**src/rtl/lsb_mem_responder.sv**
```systemverilog
// Data-side memory responder for the load/store buffer request port.
// Serialises one load or store onto the byte-wide RAM bus (1-cycle read latency)
// and returns a one-cycle completion pulse with extended load data.
// Optional build macro LSB_MEM_IO_STALL_EN: stall IO-region store bytes while the
// IO sink reports io_buffer_full.
module lsb_mem_responder #(
    parameter int unsigned ADDR_W     = 32,
    parameter int unsigned IO_SEL_LO  = 16,
    parameter logic [1:0]  IO_SEL_VAL = 2'b11
) (
    input  logic              clk,
    input  logic              rst,
    input  logic              rdy,
    input  logic              lsb_flag,
    input  logic              lsb_r_nw,
    input  logic              load_sign,
    input  logic [1:0]        data_size,
    input  logic [ADDR_W-1:0] data_addr,
    input  logic [31:0]       data_write,
    input  logic              flush,
    input  logic              bus_grant,
    input  logic              io_buffer_full,
    output logic              lsb_enable,
    output logic              data_rdy,
    output logic [31:0]       data_read,
    output logic              bus_req,
    output logic [ADDR_W-1:0] mem_a,
    output logic [7:0]        mem_dout,
    output logic              mem_wr,
    input  logic [7:0]        mem_din
);

    typedef enum logic [2:0] {StIdle, StWaitBus, StRead, StWrite, StDone} state_e;

    state_e            state_q;
    logic [2:0]        cnt_q;       // byte index k of the current bus cycle
    logic [2:0]        nbytes_q;    // N = 1, 2 or 4
    logic              r_nw_q;
    logic              sign_q;
    logic [ADDR_W-1:0] addr_q;
    logic [31:0]       wdata_q;
    logic [31:0]       rdata_q;

    logic              lsb_enable_q;
    logic              data_rdy_q;
    logic [31:0]       data_read_q;
    logic              bus_req_q;
    logic [ADDR_W-1:0] mem_a_q;
    logic [7:0]        mem_dout_q;
    logic              mem_wr_q;

    logic [2:0]        cnt_inc;
    logic [1:0]        lane;
    logic [ADDR_W-1:0] next_addr;
    logic [7:0]        next_byte;
    logic [31:0]       ext_data;
    logic              is_io;
    logic              io_stall;

    assign cnt_inc   = cnt_q + 3'd1;
    // Read data for index k arrives one cycle late, so it lands in lane k-1.
    assign lane      = cnt_q[1:0] - 2'd1;
    assign next_addr = addr_q + ADDR_W'(cnt_inc);
    assign next_byte = wdata_q[{cnt_inc[1:0], 3'b000} +: 8];
    assign is_io     = (addr_q[IO_SEL_LO +: 2] == IO_SEL_VAL);

`ifdef LSB_MEM_IO_STALL_EN
    assign io_stall = (state_q == StWrite) && is_io && io_buffer_full;
`else
    logic unused_io;
    assign unused_io = io_buffer_full & is_io;
    assign io_stall  = 1'b0;
`endif

    // Sign/zero extension of the assembled load bytes from bit 8N-1.
    always_comb begin
        ext_data = rdata_q;
        case (nbytes_q)
            3'd1:    ext_data = {{24{sign_q & rdata_q[7]}}, rdata_q[7:0]};
            3'd2:    ext_data = {{16{sign_q & rdata_q[15]}}, rdata_q[15:0]};
            default: ext_data = rdata_q;
        endcase
    end

    // Request/transfer state machine with registered bus and completion outputs.
    always_ff @(posedge clk) begin
        if (rst) begin
            state_q      <= StIdle;
            cnt_q        <= '0;
            nbytes_q     <= '0;
            r_nw_q       <= 1'b0;
            sign_q       <= 1'b0;
            addr_q       <= '0;
            wdata_q      <= '0;
            rdata_q      <= '0;
            lsb_enable_q <= 1'b1;
            data_rdy_q   <= 1'b0;
            data_read_q  <= '0;
            bus_req_q    <= 1'b0;
            mem_a_q      <= '0;
            mem_dout_q   <= '0;
            mem_wr_q     <= 1'b0;
        end else if (rdy) begin
            data_rdy_q <= 1'b0;
            case (state_q)
                StIdle: begin
                    if (lsb_flag && !flush) begin
                        r_nw_q       <= lsb_r_nw;
                        sign_q       <= load_sign;
                        addr_q       <= data_addr;
                        wdata_q      <= data_write;
                        rdata_q      <= '0;
                        cnt_q        <= '0;
                        nbytes_q     <= (data_size == 2'd0) ? 3'd1 :
                                        (data_size == 2'd1) ? 3'd2 : 3'd4;
                        bus_req_q    <= 1'b1;
                        lsb_enable_q <= 1'b0;
                        state_q      <= StWaitBus;
                    end
                end
                StWaitBus: begin
                    if (flush) begin
                        bus_req_q    <= 1'b0;
                        lsb_enable_q <= 1'b1;
                        state_q      <= StIdle;
                    end else if (bus_grant) begin
                        cnt_q   <= '0;
                        mem_a_q <= addr_q;
                        if (r_nw_q) begin
                            state_q <= StRead;
                        end else begin
                            mem_dout_q <= wdata_q[7:0];
                            mem_wr_q   <= 1'b1;
                            state_q    <= StWrite;
                        end
                    end
                end
                StRead: begin
                    if (flush) begin
                        bus_req_q    <= 1'b0;
                        lsb_enable_q <= 1'b1;
                        state_q      <= StIdle;
                    end else begin
                        if (cnt_q != 3'd0) begin
                            rdata_q[{lane, 3'b000} +: 8] <= mem_din;
                        end
                        if (cnt_q == nbytes_q) begin
                            state_q <= StDone;
                        end else begin
                            cnt_q <= cnt_inc;
                            if (cnt_inc < nbytes_q) begin
                                mem_a_q <= next_addr;
                            end
                        end
                    end
                end
                StWrite: begin
                    // Committed stores ignore flush; a stalled IO byte holds k.
                    if (!io_stall) begin
                        if (cnt_inc == nbytes_q) begin
                            mem_wr_q <= 1'b0;
                            state_q  <= StDone;
                        end else begin
                            cnt_q      <= cnt_inc;
                            mem_a_q    <= next_addr;
                            mem_dout_q <= next_byte;
                        end
                    end
                end
                StDone: begin
                    data_rdy_q   <= 1'b1;
                    data_read_q  <= r_nw_q ? ext_data : 32'd0;
                    bus_req_q    <= 1'b0;
                    lsb_enable_q <= 1'b1;
                    state_q      <= StIdle;
                end
                default: begin
                    mem_wr_q     <= 1'b0;
                    bus_req_q    <= 1'b0;
                    lsb_enable_q <= 1'b1;
                    state_q      <= StIdle;
                end
            endcase
        end
    end

    assign lsb_enable = lsb_enable_q;
    assign data_rdy   = data_rdy_q;
    assign data_read  = data_read_q;
    assign bus_req    = bus_req_q;
    assign mem_a      = mem_a_q;
    assign mem_dout   = mem_dout_q;
    // Write strobe is suppressed immediately by a freeze or an IO stall.
    assign mem_wr     = mem_wr_q & rdy & ~io_stall;

endmodule

```
**config.mk**
```make
export PLATFORM = sky130hd
export DESIGN_NAME = lsb_mem_responder
export DESIGN_NICKNAME = d
export VERILOG_FILES = /design/src/rtl/lsb_mem_responder.sv
export SDC_FILE = /design/constraint.sdc
export NUM_CORES = 1
export LEC_CHECK = 0
export ABC_AREA = 0
export CAP_MARGIN = 20
export CELL_PAD_IN_SITES_DETAIL_PLACEMENT = 2
export CELL_PAD_IN_SITES_GLOBAL_PLACEMENT = 2
export CORE_MARGIN = 3
export CORE_UTILIZATION = 30
export CTS_BUF_LIST = sky130_fd_sc_hd__clkbuf_16
export DETAILED_ROUTE_END_ITERATION = 16
export PLACE_DENSITY_LB_ADDON = 0.1
export SYNTH_ARGS = -nofsm -noshare
export SYNTH_HDL_FRONTEND = slang
export SYNTH_SLANG_ARGS = --single-unit
export TNS_END_PERCENT = 20
```
**constraint.sdc**
```tcl
create_clock -name clk -period 3.05 [get_ports clk]
set_input_delay 0.61 -clock clk [delete_from_list [all_inputs] [get_ports clk]]
set_output_delay 0.61 -clock clk [all_outputs]
set_load 0.05 [all_outputs]
```
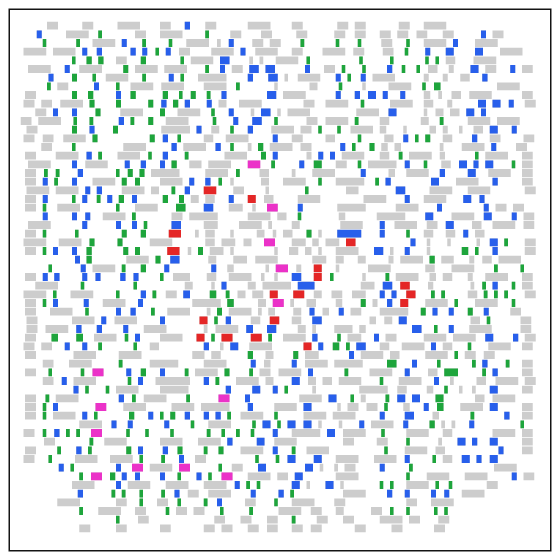
(logic cells by family)
red -> non-inverting ao/oa cells  # cells 18, most used o21a_1, where center
blue -> aoi and oai cells  # cells 278, most used a21oi_1, where spread over the die
magenta -> mux cells  # cells 13, most used mux2i_1
green -> nand cells  # cells 286, most used nand2_1, where spread over the die

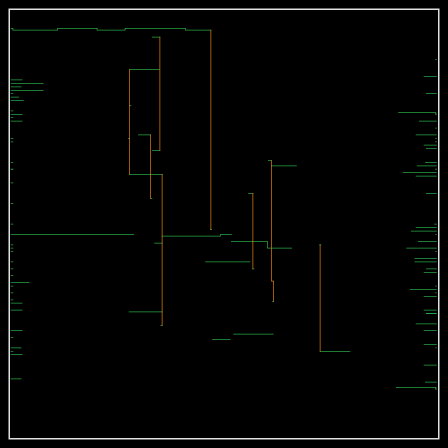
(signal wires by layer)
Two of the layers only.
orange -> M4  # wire length 379 um
green -> M3  # wire length 618 um

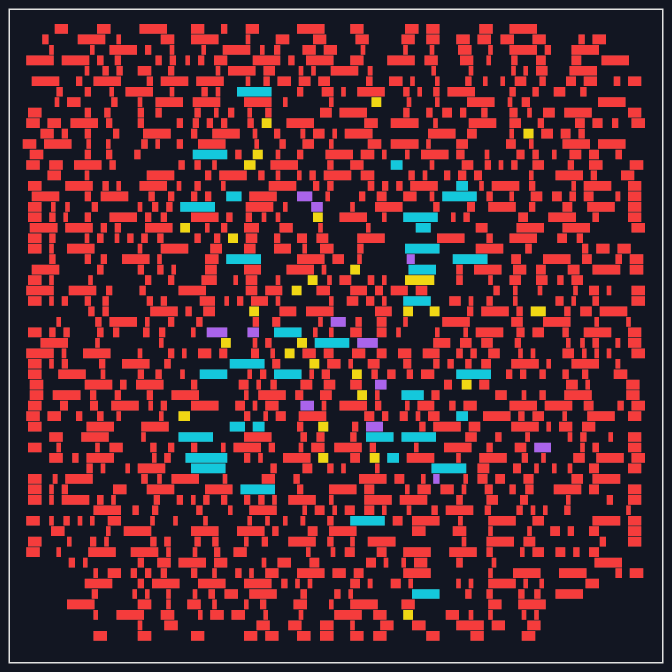
(cell sizes after repair)
red -> x1 and smaller  # cells 1073, share 94%, most used nand2_1
purple -> x2  # cells 12, share 1.0%
yellow -> x3 and x4  # cells 28, share 2.4%, most used buf_4
cyan -> x6 and larger  # cells 34, share 3.0%, most used clkbuf_16

==> flow_summary.ini <==
; physical design summary
[job]
warnings = 32
drv_cap = 0

[worst_setup_path]
arrival_ns = 3.23
path_class = reg -> reg
cp_common_cell = ha_1
r2r_end = cnt_q[0]
critPathTopFamily = AND-OR/OR-AND gates
critPathCaptureType = flip-flop
reg2reg_depth = 9
startpoint = cnt_q[0]
critPathLaunchType = flip-flop
path_buffers = 1

[min_path]
whs_endpoint = data_read[15]
holdPathStages = 2

[logic_synthesis]
synthesis.area_per_instance_um2 = 7.99
ys_types = 57
top_cells_by_area = dfxtp_1 (46%), a21oi_1 (11%), nand2_1 (9.9%), nand3_1 (3.8%), a211oi_1 (3.4%)
ys_top_logic_family = AND-OR/OR-AND gates
compound_area_share_pct = 21.8
async_flop_share_pct = 0
syn_area_mm2 = 0.00802
synth-seq-cells = 183
adder_share_pct = 1.97
mux_area_share_pct = 1.65
ys_area_mm2 = 0.00802
ys_sh_simple_pct = 21.2

[timing]
worstMarginPinSlew_ns = 0.970
fmax_ghz = 0.342
final_hold_viol_count = 0
report.final.slew_viol_count = 0
maxSlewHeadroom_pct = 34.6

[route]
met2_length_mm = 13.8
wl_met3_um = 618
top_layer = met4
drc = 0
vias_per_cell = 5.19
first_iter_violations = 309
finalWirelength_mm = 27.5
wl_met1_mm = 12.6
avgRoutedWirePerCell_um = 18.5

[cells_and_area]
layout-drive-gt1-share_pct = 6.45
area_delta_synth_final_pct = 32.6
layout.cells.most_common = nand2_1

[power]
power_clock_mw = 2.25
pwr-share-clk_pct = 43.6
power.switching_mw = 1.37
power_frac_comb_pct = 8.4
p_leak_nw = 3.33

[global_route]
top_usage_layer = met2
grt-ovfl-total = 0
grt_use_met2_pct = 34.5
grt_use_met1_pct = 24.1
grt_pass1_vias = 8353

[floorplan]
io_pins = 159
initial_utilization_pct = 30.7
core-area_mm2 = 0.0261

[clocking]
path_clk_slew_ns = 0.07
cts_sinks = 183
cts_buffers = 17
cts_max_path_buffers = 2
ctsResizeCount = 0
root_buffer = clkbuf_16

[placed_design]
placed_cell_area_mm2 = 0.0100
portBuffers = 157

[outcome]
outcome = finished clean
[per-stage QoR]
| step | power (mW) | TNS, ns | setup WS [ns] | std cells |
|---|---|---|---|---|
| 6_report | 5.15 | 0 | 0.127 | 1482 |
| 2_1_floorplan | 2.73 | 0 | 0.376 | 1003 |
| 5_1_grt | 5.36 | -0.216 | -0.0469 | 1482 |
| 3_3_place_gp | 2.95 | 0 | 0.214 | 1450 |
| 4_1_cts | 5.24 | 0 | 0.0881 | 1482 |
| 3_5_place_dp | 2.96 | 0 | 0.107 | 1450 |
[final cells by class]
type                            instances  area share, %
Tap cell                              335           3.94
Inverter                               18          0.636
Multi-Input combinational cell        729           37.9
Sequential cell                       183           34.5
Clock buffer                           17           4.00
Timing Repair Buffer                  185           17.5
Clock inverter                         15           1.48
No activity file was given, so power comes from the tool's default toggle rates.
